Figure 1. Met1 routing (run 1).
Bar = 20 um.
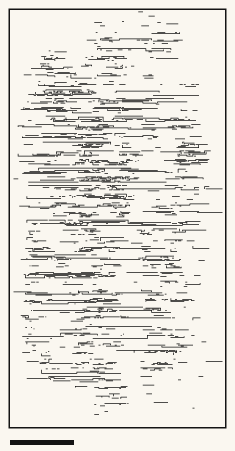
Figure 2. M2 wires (run 1).
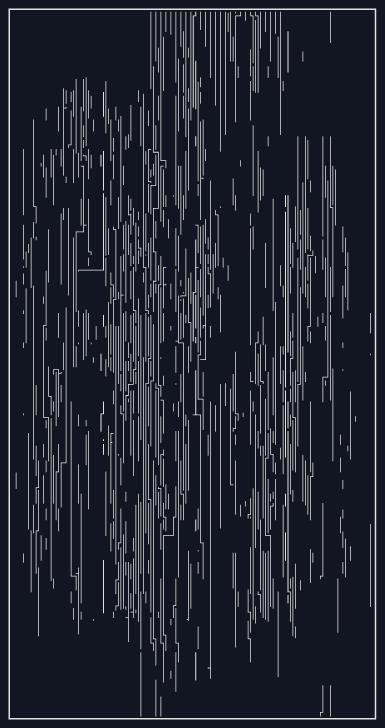
Figure 3. M3 wires (run 1).
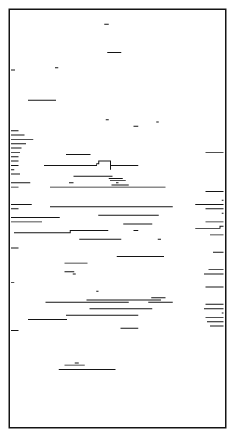
Figure 4. Routing congestion map (run 1).
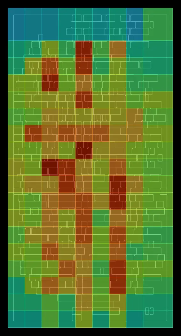
$ cat config.mk
export PLATFORM = sky130hd
export DESIGN_NAME = vic_bankcart_flat
export DESIGN_NICKNAME = d
export VERILOG_FILES = /design/src/rtl/vic_bankcart_if.sv /design/src/rtl/vic_bankcart.sv /design/src/flat_wrapper.sv
export SDC_FILE = /design/constraint.sdc
export NUM_CORES = 1
export LEC_CHECK = 0
export CORE_ASPECT_RATIO = 2
export CORE_MARGIN = 2
export CORE_UTILIZATION = 40
export DETAILED_ROUTE_END_ITERATION = 10
export HOLD_SLACK_MARGIN = 0.03
export PLACE_DENSITY = 0.66
export SYNTH_ARGS = -nofsm -noshare
export SYNTH_HDL_FRONTEND = slang
export SYNTH_SLANG_ARGS = --single-unit
$ cat constraint.sdc
create_clock -name clk -period 3 [get_ports clk]
set_clock_uncertainty 0.15 [all_clocks]
set_input_delay 0.6 -clock clk [delete_from_list [all_inputs] [get_ports clk]]
set_output_delay 0.6 -clock clk [all_outputs]
set_load 0.1 [all_outputs]
$ cat src/rtl/vic_bankcart_if.sv
// vic_bankcart_if: bus bundle between VIC decode, the cartridge mapper,
// SDRAM and the NVRAM save controller. The master side is the VIC/system
// side that drives the CPU bus. The slave side is the mapper.
interface vic_bankcart_if #(
   parameter int ADDR_W = 23
);
   logic              active;
   logic [15:0]       vic_addr;
   logic              vic_wr_n;
   logic [3:0]        vic_win_sel;
   logic              vic_ram123_sel;
   logic              vic_io2_sel;
   logic              vic_io3_sel;
   logic [7:0]        from_vic;
   logic [7:0]        to_vic;
   logic              mc_qm;
   logic [ADDR_W-1:0] mc_addr;
   logic              mc_wr_n;
   logic              mc_rom_sel;
   logic              mc_ram_sel;
   logic              mc_nvram_sel;
   logic              mc_soft_reset;
   logic              nv_save_req;
   logic              nv_save_ack;

   modport master (
      output active, vic_addr, vic_wr_n, vic_win_sel, vic_ram123_sel,
             vic_io2_sel, vic_io3_sel, from_vic, nv_save_ack,
      input  to_vic, mc_qm, mc_addr, mc_wr_n, mc_rom_sel, mc_ram_sel,
             mc_nvram_sel, mc_soft_reset, nv_save_req
   );

   modport slave (
      input  active, vic_addr, vic_wr_n, vic_win_sel, vic_ram123_sel,
             vic_io2_sel, vic_io3_sel, from_vic, nv_save_ack,
      output to_vic, mc_qm, mc_addr, mc_wr_n, mc_rom_sel, mc_ram_sel,
             mc_nvram_sel, mc_soft_reset, nv_save_req
   );
endinterface

$ cat src/rtl/vic_bankcart.sv
// vic_bankcart: four-window banked cartridge mapper for the VIC-20 core.
// BLK1/2/3/5 each map an 8K ROM or cart RAM bank in SDRAM. Bank and control
// registers live in IO3. A counted soft-reset sequencer leaves boot mode.
// Optional feature: define VIC_BANKCART_AUTOSAVE_EN to build the NVRAM
// autosave dirty tracker. Without it nv_save_req is tied low.
module vic_bankcart #(
   parameter int ROM_BANK_BITS = 8,
   parameter int RAM_BANK_BITS = 2,
   parameter int ADDR_W        = 23,
   parameter int RESET_CYCLES  = 16,
   parameter int SAVE_IDLE     = 2000000
) (
   input logic           clk,
   input logic           reset_n,
   vic_bankcart_if.slave bus
);

   // bank_hi keeps ram_en, wr_en and only the upper ROM bank bits that exist
   localparam int         HI_BITS = (ROM_BANK_BITS > 8) ? (ROM_BANK_BITS - 8) : 0;
   localparam logic [7:0] HI_MASK = 8'hC0 | 8'((1 << HI_BITS) - 1);
   localparam int         CNT_W   = (RESET_CYCLES > 1) ? $clog2(RESET_CYCLES) : 1;

   typedef enum logic [1:0] {IDLE, HOLD, DONE} state_t;

   logic [7:0]         bank_lo [4];
   logic [7:0]         bank_hi [4];
   logic               nvram_en;
   logic               lock;
   logic               boot;
   state_t             state;
   logic [CNT_W-1:0]   count;
   logic               soft_reset;
   logic               active_prev;
   logic [7:0]         to_vic_q;
   logic               qm_q;

   logic [7:0]         reg_off;
   logic               reg_wr;
   logic               reg_rd;
   logic               bank_reg;
   logic               ctrl_reg;
   logic               reset_reg;
   logic               rd_valid;
   logic [7:0]         rd_data;
   logic               trigger;

   logic               win_hit;
   logic [1:0]         win_idx;
   logic [7:0]         sel_lo;
   logic [7:0]         sel_hi;
   logic [ROM_BANK_BITS-1:0] rom_bank;
   logic [RAM_BANK_BITS-1:0] ram_bank;
   logic               map_rom;
   logic               map_ram;
   logic               map_nvram;
   logic               map_wr_n;
   logic [ADDR_W-1:0]  map_addr;

   assign reg_off   = bus.vic_addr[7:0];
   assign reg_wr    = bus.vic_io3_sel & ~bus.vic_wr_n;
   assign reg_rd    = bus.vic_io3_sel & bus.vic_wr_n;
   assign bank_reg  = (reg_off[7:3] == 5'd0);
   assign ctrl_reg  = (reg_off == 8'h80);
   assign reset_reg = (reg_off == 8'h81);
   assign rd_valid  = reg_rd & (bank_reg | ctrl_reg);
   assign trigger   = (reg_wr & reset_reg) | (bus.active & ~active_prev);

   // Register read mux; unused bits are already zero in storage
   always_comb begin
      rd_data = 8'h00;
      if (bank_reg) begin
         rd_data = reg_off[0] ? bank_hi[reg_off[2:1]] : bank_lo[reg_off[2:1]];
      end else if (ctrl_reg) begin
         rd_data = {6'b0, lock, nvram_en};
      end
   end

   // Pick the selected window, lowest index wins if several are asserted
   always_comb begin
      win_hit = 1'b0;
      win_idx = 2'd0;
      for (int i = 3; i >= 0; i--) begin
         if (bus.vic_win_sel[i]) begin
            win_hit = 1'b1;
            win_idx = 2'(i);
         end
      end
   end

   // Same-cycle address mapping and write filtering towards SDRAM
   always_comb begin
      sel_lo    = bank_lo[win_idx];
      sel_hi    = bank_hi[win_idx];
      rom_bank  = boot ? '1 : ROM_BANK_BITS'({sel_hi[5:0], sel_lo});
      ram_bank  = sel_lo[RAM_BANK_BITS-1:0];
      map_rom   = 1'b0;
      map_ram   = 1'b0;
      map_nvram = 1'b0;
      map_addr  = '0;
      map_wr_n  = bus.vic_wr_n;
      if (bus.active) begin
         if (win_hit) begin
            if (sel_hi[7] && !boot) begin
               map_ram  = 1'b1;
               map_addr = ADDR_W'({ram_bank, bus.vic_addr[12:0]});
               map_wr_n = bus.vic_wr_n | ~sel_hi[6];
            end else begin
               map_rom  = 1'b1;
               map_addr = ADDR_W'({rom_bank, bus.vic_addr[12:0]});
               map_wr_n = 1'b1;
            end
         end else if (nvram_en &&
                      (bus.vic_ram123_sel || bus.vic_io2_sel || bus.vic_io3_sel)) begin
            map_nvram = 1'b1;
            map_addr  = ADDR_W'(bus.vic_addr);
         end
      end
   end

   // Bank/control register writes and the registered read port
   always_ff @(posedge clk) begin
      if (!reset_n) begin
         for (int i = 0; i < 4; i++) begin
            bank_lo[i] <= 8'h00;
            bank_hi[i] <= 8'h00;
         end
         nvram_en <= 1'b0;
         lock     <= 1'b0;
         to_vic_q <= 8'h00;
         qm_q     <= 1'b0;
      end else begin
         if (reg_wr && bank_reg && !lock) begin
            if (reg_off[0]) begin
               bank_hi[reg_off[2:1]] <= bus.from_vic & HI_MASK;
            end else begin
               bank_lo[reg_off[2:1]] <= bus.from_vic;
            end
         end
         if (reg_wr && ctrl_reg) begin
            nvram_en <= bus.from_vic[0];
            lock     <= lock | bus.from_vic[1];
         end
         qm_q     <= rd_valid;
         to_vic_q <= rd_valid ? rd_data : 8'h00;
      end
   end

   // Soft-reset sequencer: hold the CPU in reset, then leave boot mode
   always_ff @(posedge clk) begin
      if (!reset_n) begin
         state       <= IDLE;
         count       <= '0;
         soft_reset  <= 1'b0;
         boot        <= 1'b1;
         active_prev <= bus.active;
      end else begin
         active_prev <= bus.active;
         case (state)
            IDLE: begin
               if (trigger) begin
                  state      <= HOLD;
                  count      <= CNT_W'(RESET_CYCLES - 1);
                  soft_reset <= 1'b1;
               end
            end
            HOLD: begin
               if (count == '0) begin
                  state      <= DONE;
                  soft_reset <= 1'b0;
               end else begin
                  count <= count - 1'b1;
               end
            end
            DONE: begin
               boot  <= 1'b0;
               state <= IDLE;
            end
            default: begin
               state      <= IDLE;
               soft_reset <= 1'b0;
            end
         endcase
      end
   end

`ifdef VIC_BANKCART_AUTOSAVE_EN
   localparam int IDLE_W = $clog2(SAVE_IDLE + 1);

   logic              nv_write;
   logic              dirty;
   logic              save_req;
   logic [IDLE_W-1:0] idle_cnt;

   assign nv_write = map_nvram & ~bus.vic_wr_n;

   // Track unsaved NVRAM writes and request a save once the bus stays quiet
   always_ff @(posedge clk) begin
      if (!reset_n) begin
         dirty    <= 1'b0;
         save_req <= 1'b0;
         idle_cnt <= '0;
      end else if (save_req && bus.nv_save_ack) begin
         save_req <= 1'b0;
         dirty    <= nv_write;
         if (nv_write) begin
            idle_cnt <= '0;
         end
      end else if (nv_write) begin
         dirty    <= 1'b1;
         idle_cnt <= '0;
      end else if (dirty && !save_req) begin
         idle_cnt <= idle_cnt + 1'b1;
         if (idle_cnt == IDLE_W'(SAVE_IDLE - 1)) begin
            save_req <= 1'b1;
         end
      end
   end

   assign bus.nv_save_req = save_req;
`else
   logic unused_save_ack;

   assign unused_save_ack = bus.nv_save_ack;
   assign bus.nv_save_req = 1'b0;
`endif

   assign bus.mc_addr       = map_addr;
   assign bus.mc_rom_sel    = map_rom;
   assign bus.mc_ram_sel    = map_ram;
   assign bus.mc_nvram_sel  = map_nvram;
   assign bus.mc_wr_n       = map_wr_n;
   assign bus.mc_soft_reset = soft_reset;
   assign bus.to_vic        = to_vic_q;
   assign bus.mc_qm         = qm_q;

endmodule

$ cat src/flat_wrapper.sv
// flat-port wrapper written by rule: the top's interface ports become plain ports
module vic_bankcart_flat 
#(
   parameter int ROM_BANK_BITS = 8,
   parameter int RAM_BANK_BITS = 2,
   parameter int ADDR_W        = 23,
   parameter int RESET_CYCLES  = 16,
   parameter int SAVE_IDLE     = 2000000
)
  (clk, reset_n, bus_active, bus_vic_addr, bus_vic_wr_n, bus_vic_win_sel, bus_vic_ram123_sel, bus_vic_io2_sel, bus_vic_io3_sel, bus_from_vic, bus_nv_save_ack, bus_to_vic, bus_mc_qm, bus_mc_addr, bus_mc_wr_n, bus_mc_rom_sel, bus_mc_ram_sel, bus_mc_nvram_sel, bus_mc_soft_reset, bus_nv_save_req);
  vic_bankcart_if #(.ADDR_W(ADDR_W)) bus_i ();
  input logic clk;
  input logic reset_n;
  input wire logic [$bits(bus_i.active)-1:0] bus_active;
  input wire logic [$bits(bus_i.vic_addr)-1:0] bus_vic_addr;
  input wire logic [$bits(bus_i.vic_wr_n)-1:0] bus_vic_wr_n;
  input wire logic [$bits(bus_i.vic_win_sel)-1:0] bus_vic_win_sel;
  input wire logic [$bits(bus_i.vic_ram123_sel)-1:0] bus_vic_ram123_sel;
  input wire logic [$bits(bus_i.vic_io2_sel)-1:0] bus_vic_io2_sel;
  input wire logic [$bits(bus_i.vic_io3_sel)-1:0] bus_vic_io3_sel;
  input wire logic [$bits(bus_i.from_vic)-1:0] bus_from_vic;
  input wire logic [$bits(bus_i.nv_save_ack)-1:0] bus_nv_save_ack;
  output wire logic [$bits(bus_i.to_vic)-1:0] bus_to_vic;
  output wire logic [$bits(bus_i.mc_qm)-1:0] bus_mc_qm;
  output wire logic [$bits(bus_i.mc_addr)-1:0] bus_mc_addr;
  output wire logic [$bits(bus_i.mc_wr_n)-1:0] bus_mc_wr_n;
  output wire logic [$bits(bus_i.mc_rom_sel)-1:0] bus_mc_rom_sel;
  output wire logic [$bits(bus_i.mc_ram_sel)-1:0] bus_mc_ram_sel;
  output wire logic [$bits(bus_i.mc_nvram_sel)-1:0] bus_mc_nvram_sel;
  output wire logic [$bits(bus_i.mc_soft_reset)-1:0] bus_mc_soft_reset;
  output wire logic [$bits(bus_i.nv_save_req)-1:0] bus_nv_save_req;
  assign bus_i.active = bus_active;
  assign bus_i.vic_addr = bus_vic_addr;
  assign bus_i.vic_wr_n = bus_vic_wr_n;
  assign bus_i.vic_win_sel = bus_vic_win_sel;
  assign bus_i.vic_ram123_sel = bus_vic_ram123_sel;
  assign bus_i.vic_io2_sel = bus_vic_io2_sel;
  assign bus_i.vic_io3_sel = bus_vic_io3_sel;
  assign bus_i.from_vic = bus_from_vic;
  assign bus_i.nv_save_ack = bus_nv_save_ack;
  assign bus_to_vic = bus_i.to_vic;
  assign bus_mc_qm = bus_i.mc_qm;
  assign bus_mc_addr = bus_i.mc_addr;
  assign bus_mc_wr_n = bus_i.mc_wr_n;
  assign bus_mc_rom_sel = bus_i.mc_rom_sel;
  assign bus_mc_ram_sel = bus_i.mc_ram_sel;
  assign bus_mc_nvram_sel = bus_i.mc_nvram_sel;
  assign bus_mc_soft_reset = bus_i.mc_soft_reset;
  assign bus_nv_save_req = bus_i.nv_save_req;
  vic_bankcart #(.ROM_BANK_BITS(ROM_BANK_BITS), .RAM_BANK_BITS(RAM_BANK_BITS), .ADDR_W(ADDR_W), .RESET_CYCLES(RESET_CYCLES), .SAVE_IDLE(SAVE_IDLE)) u_core (.clk(clk), .reset_n(reset_n), .bus(bus_i));
endmodule
==> flow.log, run 1 <==
[metrics] run summary
[metrics] final weighted congestion in routability-driven placement: 0.8343
[metrics] layout filler cell count: about 620
[metrics] required time reported for the critical path endpoint: 2.25 ns
[metrics] first-pass GRT wire length: 13720 um
[metrics] # DRC: 0
[metrics] P_seq: between 0.9 and 1 mW
[metrics] WP data arrival: around 2.2 ns
[metrics] final setup slack of the worst path: between 0.04 and 0.05 ns
[metrics] Internal Pwr Total: between 1.5 and 2 mW
[metrics] top flip-flop cell by instance count after synthesis: sky130_fd_sc_hd__edfxtp_1
[metrics] Stages on worst setup path: 7
[metrics] clock-pin slew reported for the worst setup and hold paths after clock tree synthesis: 0.05 ns
[metrics] power consumption: 2.614 mW
[metrics] area growth from synthesis to final layout: 55.25%
[metrics] clk root buf: sky130_fd_sc_hd__clkbuf_16
[metrics] Comb/total area: 33.32%
[metrics] number of cells produced by synthesis: 283
[metrics] post-route met1 wirelength: 3242 um
[metrics] Pins Over Slew Limit: 0
[metrics] clock tree from TritonCTS: built
[metrics] Hold Crit Endpoint: u_core.state[1]$_SDFFE_PN0P_
[metrics] starting density of the core: roughly two fifths
[metrics] post-cts gate resize count: 20
[metrics] delay of the slowest cell on the worst path: 0.55 ns
[metrics] compound-gate portion of the synthesized area: under 10%
[metrics] XOR-XNOR Cells, Area Fraction: 0.2731%
[metrics] clock sinks: 60
[metrics] run status: finished clean
[metrics] post-CTS setup-driven buffer insertion count: 0
[metrics] final setup violation count: 0
[metrics] area share, top type: 37.46%
[metrics] Fin. Hold Viols: 0
[metrics] top cell type by total area after synthesis: sky130_fd_sc_hd__edfxtp_1
[metrics] flip-flops with a built-in enable: approximately 40
[metrics] combinational share of power: about 23%
[metrics] Pre-Repair DR Iteration Count: 4
[metrics] clock insertion delay at the later pin of the skew report: 0.32 ns
[metrics] Detail Placement HPWL: 6524 um
[metrics] worst r2r path cells: 6
[metrics] vertical die size: 130.6 um
[metrics] max-capacitance violation count: 0
[metrics] yosys warns: 0
[metrics] count of antenna diodes in the layout: 0
[metrics] transition time at the pin with the least slew margin: 0.5189 ns
[metrics] non-clock inverter count: 9
[metrics] timing endpoint of the critical path: bus_mc_addr[19]
[metrics] I/O pin count: 74
[metrics] antenna violation net count after detailed routing: 0
[metrics] synthesized area: 3207 um^2
[metrics] number of standard cells reported by yosys: ~280
[metrics] maximum number of pins on one net before global-route repair: 20
[metrics] register bank with the most flops: u_core.bank_lo
[metrics] Finished Core Util: 63.60%
[metrics] via count of the first global-routing pass: 2781
[metrics] critical path endpoint category: primary output
[metrics] Buffers, non-clock: 110
[metrics] Combinational Area: 1659 um^2
[metrics] dominant kind of cell: multi-input combinational cells
[metrics] wire length on met3: 563 um
[metrics] CP cell instances: buf_2, or4b_4, a31oi_2, or3_4, clkinvlp_4, o21a_4, buf_12
[metrics] violation tally from detailed-route iteration zero: 136
[metrics] most common logic cells in the final layout: 47 x sky130_fd_sc_hd__buf_4, 40 x sky130_fd_sc_hd__edfxtp_1, 38 x sky130_fd_sc_hd__and2_1
[metrics] number of tap cells inserted: about 96
[metrics] proportion of cell area spent on the clock network: 6.233%
[metrics] R2R Path End: u_core.bank_lo[0][2]$_SDFFCE_PN0P_
[metrics] worst relative slew slack: 65.28%
[metrics] die area: about 8800 um^2
[metrics] final std cell area, no fill: around 5000 um^2
[metrics] Min Hold Slack: approximately 0.32 ns
[metrics] hold path depth: 1
[metrics] dominant kind of combinational cell: simple AND/OR/NAND/NOR gates
[metrics] Placed Cells incl. Taps: 474
[metrics] sequential fraction of total cell area: 32.17%
[metrics] reg-to-reg critical path startpoint: u_core.lock$_SDFFE_PN0P_
[metrics] post-cts hold buffer count: 0
[metrics] top cells by count: 40 x sky130_fd_sc_hd__edfxtp_1, 38 x sky130_fd_sc_hd__and2_1, 20 x sky130_fd_sc_hd__dfxtp_1
[metrics] Critical Path Source Type: input port
[metrics] peak clock frequency supported by timing: around 0.34 GHz
[metrics] setup slack, reg-to-reg: 0.88 ns
[metrics] sum of met2 wire segment lengths after detailed routing: approximately 4700 um
[metrics] final instance count without filler cells: approximately 500
[metrics] critical path launch point: bus_vic_win_sel[3]
[metrics] total number of multi-input combinational cells: approximately 200
[metrics] sequential share of power: between 30 and 40%
[metrics] Hold Startpoint: u_core.state[1]$_SDFFE_PN0P_
[metrics] Synth async-reset ratio: 0%
[metrics] group drawing the most power: clock
[metrics] routed via count divided by cell count: 5.450
About Figure 1:
share of all routed wire: 37%
nets with wire on the layer: 377
main direction: horizontal
wire length on this layer: 3240 um
total wire length after detailed routing: 8762 um
routing usage on met1: 25.63%
overall via count from detail_route: 2676

About Figure 2:
share of all routed wire: 54%
main direction: vertical
met2 track utilization from global routing: 36.28%

About Figure 3:
longest straight run: 38.2 um
main direction: horizontal
wire length on this layer: 564 um
share of all routed wire: 6.4%
nets with wire on the layer: 65
met3 Use GR: 4.795%

About Figure 4:
GR Util All Layers: 21.71%
grt peak-use layer: met2
wire per inst: 17.85 um

==> inputs of run 2 (changes only) <==
Settings changed: SKIP_LAST_GASP set to 1.
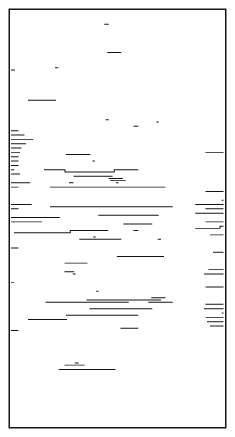
Figure 5: run 2, M3 wires.
main direction: horizontal
wire length on this layer: 565 um
share of all routed wire: 6.5%
longest straight run: 38.2 um
overall via count from detail_route: 2679
total wire length after detailed routing: 8760 um

==> run 2 against run 1 <==
Wire length about the same. Core utilization about the same. First-iteration DRC count unchanged. Combinational power about the same. Clock power about the same. Critical path type unchanged. Largest power group unchanged.
==> flow.log, run 2 <==
[metrics] run summary
[metrics] peak clock frequency supported by timing: 0.3360 GHz
[metrics] Min Hold Slack: 0.3210 ns
[metrics] sequential fraction of total cell area: roughly a third
[metrics] sum of met2 wire segment lengths after detailed routing: 4685 um
[metrics] required time reported for the critical path endpoint: 2.25 ns
[metrics] reg-to-reg critical path startpoint: u_core.lock$_SDFFE_PN0P_
[metrics] routed via count divided by cell count: 5.456
[metrics] GR Util All Layers: 21.71%
[metrics] Critical Path Source Type: input port
[metrics] run status: finished clean
[metrics] number of cells produced by synthesis: 283
[metrics] wire per inst: 17.84 um
[metrics] count of antenna diodes in the layout: 0
[metrics] group drawing the most power: clock
[metrics] Hold Crit Endpoint: u_core.state[1]$_SDFFE_PN0P_
[metrics] max-capacitance violation count: 0
[metrics] clk root buf: sky130_fd_sc_hd__clkbuf_16
[metrics] CP cell instances: dlygate4sd2_1, nand3b_1, a31oi_2, or3_4, buf_12, o31ai_4, buf_12
[metrics] die area: 8792 um^2
[metrics] via count of the first global-routing pass: 2781
[metrics] dominant kind of cell: multi-input combinational cells
[metrics] total number of multi-input combinational cells: roughly 200
[metrics] transition time at the pin with the least slew margin: 0.5189 ns
[metrics] Buffers, non-clock: 110
[metrics] maximum number of pins on one net before global-route repair: 20
[metrics] top cell type by total area after synthesis: sky130_fd_sc_hd__edfxtp_1
[metrics] final setup slack of the worst path: roughly 0.024 ns
[metrics] top cells by count: 40 x sky130_fd_sc_hd__edfxtp_1, 38 x sky130_fd_sc_hd__and2_1, 20 x sky130_fd_sc_hd__dfxtp_1
[metrics] final weighted congestion in routability-driven placement: 0.8343
[metrics] post-CTS setup-driven buffer insertion count: 0
[metrics] flip-flops with a built-in enable: 40
[metrics] compound-gate portion of the synthesized area: 9.052%
[metrics] met2 track utilization from global routing: 36.28%
[metrics] Synth async-reset ratio: 0%
[metrics] clock sinks: roughly 60
[metrics] post-cts gate resize count: 20
[metrics] met3 Use GR: roughly 4.8%
[metrics] post-route met1 wirelength: 3233 um
[metrics] routing usage on met1: 25.63%
[metrics] Stages on worst setup path: 7
[metrics] proportion of cell area spent on the clock network: 6.228%
[metrics] antenna violation net count after detailed routing: 0
[metrics] area growth from synthesis to final layout: 55.36%
[metrics] clock-pin slew reported for the worst setup and hold paths after clock tree synthesis: 0.05 ns
[metrics] non-clock inverter count: 9
[metrics] layout filler cell count: ~620
[metrics] Placed Cells incl. Taps: 474
[metrics] violation tally from detailed-route iteration zero: 136
[metrics] R2R Path End: u_core.bank_lo[0][2]$_SDFFCE_PN0P_
[metrics] Hold Startpoint: u_core.state[1]$_SDFFE_PN0P_
==> inputs of run 3 (changes only) <==
Settings changed: CAP_MARGIN set to 0.
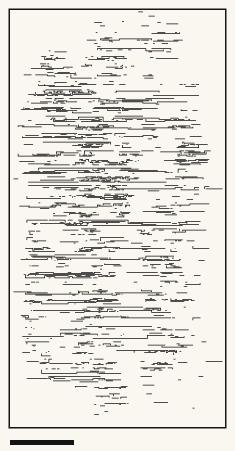
Figure 6: run 3, met1 routing.
Bar = 20 um.
share of all routed wire: 37%
longest straight run: 29.0 um
nets with wire on the layer: 376

==> run 3 against run 2 <==
Setup slack is the same. Critical path depth is the same. Combinational power is essentially flat. Largest cell class unchanged. Non-clock buffer count is the same. Total power is the same.
==> flow.log, run 3 <==
[metrics] run summary
[metrics] antenna violation net count after detailed routing: 0
[metrics] number of cells produced by synthesis: 283
[metrics] hold path depth: 1
[metrics] clock sinks: 60
[metrics] non-clock inverter count: 9
[metrics] sum of met2 wire segment lengths after detailed routing: about 4700 um
[metrics] Finished Core Util: 63.65%
[metrics] area growth from synthesis to final layout: 55.36%
[metrics] required time reported for the critical path endpoint: 2.25 ns
[metrics] critical path endpoint category: primary output
[metrics] Critical Path Source Type: input port
[metrics] WP data arrival: 2.23 ns
[metrics] Pins Over Slew Limit: 0
[metrics] Fin. Hold Viols: 0
[metrics] clock tree from TritonCTS: built
[metrics] area share, top type: between 30% and 40%
[metrics] Synth async-reset ratio: 0%
[metrics] post-route met1 wirelength: 3233 um
[metrics] total number of multi-input combinational cells: around 200
[metrics] # DRC: 0
[metrics] timing endpoint of the critical path: bus_mc_addr[15]
[metrics] worst relative slew slack: 65.28%
[metrics] Internal Pwr Total: around 1.9 mW
[metrics] proportion of cell area spent on the clock network: 6.228%
[metrics] maximum number of pins on one net before global-route repair: 20
[metrics] compound-gate portion of the synthesized area: slightly above 9%
[metrics] flip-flops with a built-in enable: 40
[metrics] dominant kind of cell: multi-input combinational cells
[metrics] starting density of the core: about two fifths
[metrics] top cell type by total area after synthesis: sky130_fd_sc_hd__edfxtp_1
[metrics] final setup violation count: 0
[metrics] final weighted congestion in routability-driven placement: 0.8343
[metrics] CP cell instances: dlygate4sd2_1, nand3b_1, a31oi_2, or3_4, buf_12, o31ai_4, buf_12
[metrics] final instance count without filler cells: 491
[metrics] number of standard cells reported by yosys: roughly 280
[metrics] run status: finished clean
[metrics] Hold Crit Endpoint: u_core.state[1]$_SDFFE_PN0P_
[metrics] synthesized area: 3207 um^2
[metrics] post-CTS setup-driven buffer insertion count: 0
[metrics] clock insertion delay at the later pin of the skew report: 0.32 ns
[metrics] met2 track utilization from global routing: 36.28%
[metrics] power consumption: 2.614 mW
[metrics] total wire length after detailed routing: 8760 um
[metrics] Buffers, non-clock: roughly 110
[metrics] Hold Startpoint: u_core.state[1]$_SDFFE_PN0P_
[metrics] final std cell area, no fill: 4982 um^2
[metrics] top cells by count: 40 x sky130_fd_sc_hd__edfxtp_1, 38 x sky130_fd_sc_hd__and2_1, 20 x sky130_fd_sc_hd__dfxtp_1
[metrics] R2R Path End: u_core.bank_lo[0][2]$_SDFFCE_PN0P_
[metrics] most common logic cells in the final layout: 47 x sky130_fd_sc_hd__buf_4, 40 x sky130_fd_sc_hd__edfxtp_1, 38 x sky130_fd_sc_hd__and2_1
[metrics] violation tally from detailed-route iteration zero: 136
[metrics] top flip-flop cell by instance count after synthesis: sky130_fd_sc_hd__edfxtp_1
[metrics] Combinational Area: 1659 um^2
[metrics] peak clock frequency supported by timing: between 0.3 and 0.4 GHz
[metrics] dominant kind of combinational cell: simple AND/OR/NAND/NOR gates
[metrics] via count of the first global-routing pass: 2781
[metrics] sequential fraction of total cell area: about a third
[metrics] setup slack, reg-to-reg: 0.88 ns
[metrics] grt peak-use layer: met2
[metrics] I/O pin count: 74
[metrics] sequential share of power: 36.3%
[metrics] layout filler cell count: 621
No activity file was given, so power comes from the tool's default toggle rates.
